Design uart_rx_core_flat, sky130hd; sources not shown.
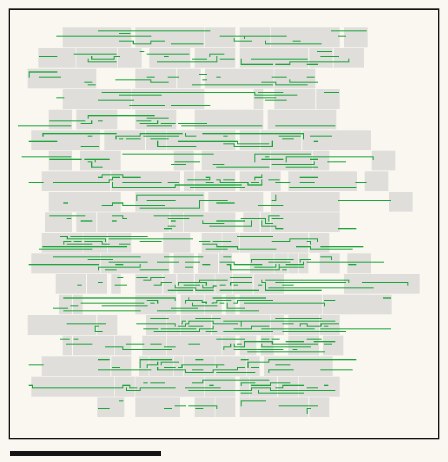
**Above:** run 1 (met1 routing).
Bar = 20 um.
nets with wire on the layer	139
wire length on this layer	1390 um
share of all routed wire	42%
longest straight run	20.2 um
main direction	horizontal
GR Layer Usage met1: 0.294
routed vias: 1011
final wirelength: 3300 um

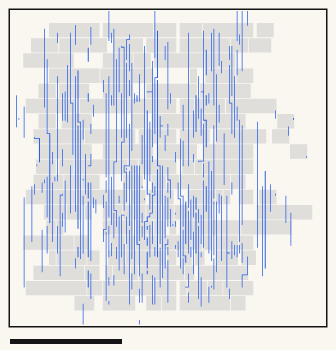
**Above:** run 1 (M2 wires).
Bar = 20 um.
main direction	vertical
nets with wire on the layer	135
wire length on this layer	1650 um
share of all routed wire	50%
longest straight run	25.2 um
M2 GR Usage: 0.347

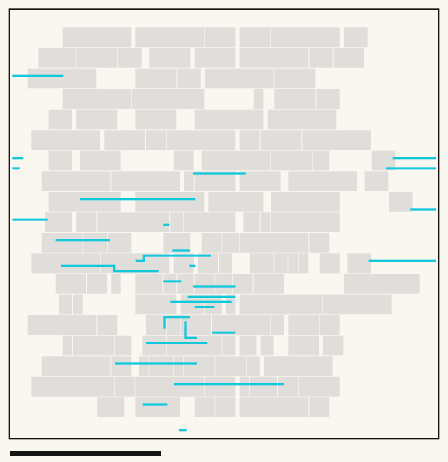
**Above:** run 1 (metal 3).
Bar = 20 um.
wire length on this layer	162 um
main direction	horizontal
share of all routed wire	4.9%
nets with wire on the layer	21
M3 GR Usage: 0.0668

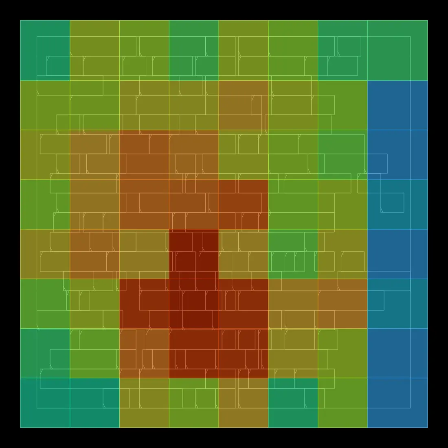
**Above:** run 1 (routing congestion).
post-layout util: 0.714
per-cell routed wire length: 19.0 um
global-route usage over all layers: 0.218
gr busiest metal: met2

==> results_dict.tcl, run 1 <==
# place-and-route summary
set metrics [dict create \
    cp.arrival_ps 1770 \
    top_cell "dfrtp_1" \
    ys_sh_aoi 0.0792 \
    post-place-ws_ps -187 \
    setup_slack_ps 43.3 \
    pwr-share-comb 0.304 \
    drt_pass1_iterations 4 \
    worstMarginPinSlew_ps 432 \
    detailed_place_hpwl_um 1700 \
    max_clock_freq_ghz 0.642 \
    topRoutingLayerUsed "met4" \
    synthSimpleGateAreaFrac 0.120 \
    grt_start_max_net_pins 31 \
    area_growth_pct 41.3 \
    slew_headroom 0.712 \
    insertion_delay_ps 320 \
    drive_gt1_frac 0.469 \
    fp-utilization 0.506 \
    cts_resized 34 \
    warnings 27 \
    grt_pass1_vias 1033 \
    final-clk-cell-share 0.0580 \
    crit_family "simple AND/OR/NAND/NOR gates" \
    fin_cells 174 \
    internal_power_uw 1750 \
    slew_violations 0 \
    lay_top_cells "27 x dfrtp_1, 16 x mux2_4, 15 x buf_4" \
    path_buffers 1 \
    die_area_sq_mm 0.00321 \
    ys_area_sq_mm 0.00136 \
    drc 0 \
    gp_congestion 0.781 \
    synthCells 106 \
    cts-root-buf "clkbuf_4" \
    die_x_um 56.7 \
    drv_cap 0 \
    synthFlopType "dfrtp_1" \
    cp_cell_sequence "ha_2, and3_4, nor3b_4, buf_12, mux2_4" \
    gr-total-overflow 0 \
    clk_pin_slew_ps 100 \
    hold_violations 0 \
    cp.required_ps 1810 \
    ys_top_logic_family "multiplexers" \
    period_needed_ps 1560 \
    core_sq_mm 0.00269 \
    power.leakage_uw 0.000967 \
    clock_buffers 6 \
    ys_seq_frac 0.554 \
    pwr-share-clk 0.316 \
    yosysUniqueCellTypes 31 \
    inverters 4 \
    dpl-instance-area_sq_mm 0.00161 \
    syn_area_per_cell_sq_um 12.8 \
    hold_path_class "in2async" \
    placedCellCount 158 \
    postCtsSetupBuffers 5 \
    status "complete, no violations" \
    mi_logic_area_sq_um 707 \
    netlist_top_cells_area "dfrtp_1 52%, mux2_4 8.8%, mux2_2 7.5%" \
    synthesis.area_sq_mm 0.00136 \
    hold_ws_ps 301 \
    criticalPathCategory "reg2reg" \
    ir_drop_mv 1.35 \
    critPathMaxFanout 8 \
    antenna_found_initial 0 \
    grt_pass1_wl_um 5210 \
    r2r_cells 5 \
    finClkSkew_ps 5.00 \
    setup_violations 0 \
    holdBufCountCts 0 \
    seq_power_uw 966 \
]
==> inputs of run 2 (changes only) <==
--- a/config.mk
+++ b/config.mk
@@ -12,4 +12,5 @@
 export REMOVE_ABC_BUFFERS = 1
 export SETUP_SLACK_MARGIN = 0.15
+export SLEW_MARGIN = 20
 export SYNTH_ARGS = -nofsm -noshare
 export SYNTH_HDL_FRONTEND = slang
==> constraint.sdc (replaced) <==
create_clock -name i_clk -period 1.6 [get_ports i_clk]
set_input_delay 0.16 -clock i_clk [delete_from_list [all_inputs] [get_ports i_clk]]
set_output_delay 0.16 -clock i_clk [all_outputs]
set_load 0.02 [all_outputs]
==> run 2 against run 1 <==
Effect of this change:
- clock power decreased by 0.6%
- the run now ends with negative setup slack left
- fmax is 7.6% lower
- utilization is 0.33 points higher
- critical path depth rose by 2
- wire length decreased by 11%
- cell count is 0.57% lower
- first-iteration DRC count increased to 3.3 times the previous value
- flip-flop count did not move
- sequential share of layout area fell by 0.24 points
- hold slack got worse by 100 ps
- largest cell class unchanged
- synthesized cell count did not move
==> results_dict.tcl, run 2 <==
# place-and-route summary
set metrics [dict create \
    postCtsSetupBuffers 2 \
    antenna_found_initial 0 \
    area_growth_pct 41.9 \
    drt_pass1_iterations 4 \
    finalClockPeriodUsage 1.05 \
    grt_pass1_vias 933 \
    hold_ws_ps 199 \
    power.leakage_uw 0.000997 \
    synthesis.area_sq_mm 0.00136 \
    criticalPathCategory "reg2reg" \
    grt_start_max_net_pins 31 \
    status "finished, violations left" \
    path_buffers 1 \
    die_area_sq_mm 0.00321 \
    post-place-ws_ps -112 \
    synthFlopType "dfrtp_1" \
    mi_logic_area_sq_um 697 \
    gp_congestion 0.778 \
    clk_pin_slew_ps 100 \
    dpl-instance-area_sq_mm 0.00161 \
    topRoutingLayerUsed "met4" \
    grt_pass1_wl_um 4440 \
    ys_top_logic_family "multiplexers" \
    finClkSkew_ps 14.6 \
    insertion_delay_ps 330 \
    detailed_place_hpwl_um 1700 \
    violations "negative setup slack" \
    gr-total-overflow 0 \
    fp-utilization 0.506 \
    clock_buffers 6 \
    pwr-share-comb 0.331 \
    r2r_cells 7 \
    drv_cap 0 \
    drive_gt1_frac 0.451 \
    hold_violations 0 \
    ys_sh_aoi 0.0792 \
    ys_area_sq_mm 0.00136 \
    warnings 27 \
    synthSimpleGateAreaFrac 0.120 \
    crit_family "simple AND/OR/NAND/NOR gates" \
    setup_violations 13 \
    cp_cell_sequence "ha_2, ha_4, nand4bb_4, nor4_4, buf_4, nor2_2, a21oi_2" \
    grt_most_used_layer "met2" \
    lay_top_cells "28 x dfrtp_1, 16 x mux2_4, 14 x buf_4" \
    antenna_left 0 \
    cp.arrival_ps 1940 \
    die_x_um 56.7 \
    start_kind "flop" \
    core_sq_mm 0.00269 \
    seq_power_uw 976 \
    period_needed_ps 1680 \
    critPathMaxFanout 3 \
    yosysUniqueCellTypes 31 \
    holdBufCountCts 0 \
    worstMarginPinSlew_ps 454 \
    netlist_top_cells_area "dfrtp_1 52%, mux2_4 8.8%, mux2_2 7.5%" \
    cp.required_ps 1850 \
    final-clk-cell-share 0.0578 \
    cts-root-buf "clkbuf_4" \
    fin_cells 173 \
    pwr-share-clk 0.301 \
    drc 0 \
    setup_slack_ps -85.0 \
    cts_resized 20 \
    synthCells 106 \
    slew_headroom 0.698 \
]
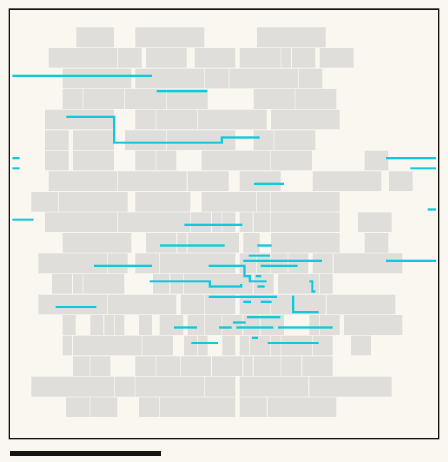
**Above:** run 2 (metal 3).
Bar = 20 um.
wire length on this layer	197 um
share of all routed wire	6.7%
longest straight run	18.2 um
nets with wire on the layer	26
routed vias: 995
M3 GR Usage: 0.0691
final wirelength: 2930 um

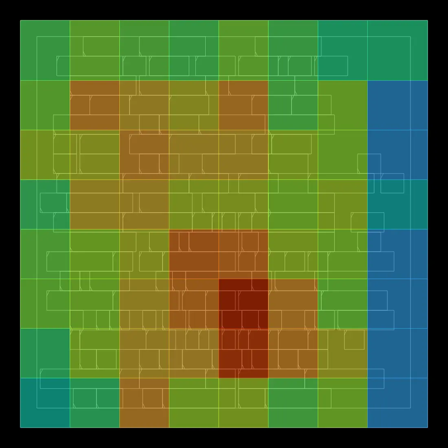
**Above:** run 2 (routing congestion).
per-cell routed wire length: 16.9 um
M2 GR Usage: 0.279
GR Layer Usage met1: 0.251
global-route usage over all layers: 0.186
post-layout util: 0.718

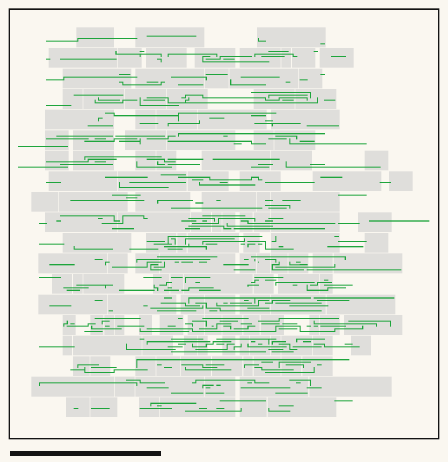
**Above:** run 2 (met1 routing).
Bar = 20 um.
nets with wire on the layer	138
longest straight run	28.1 um

Power and IR drop assume default switching activity.
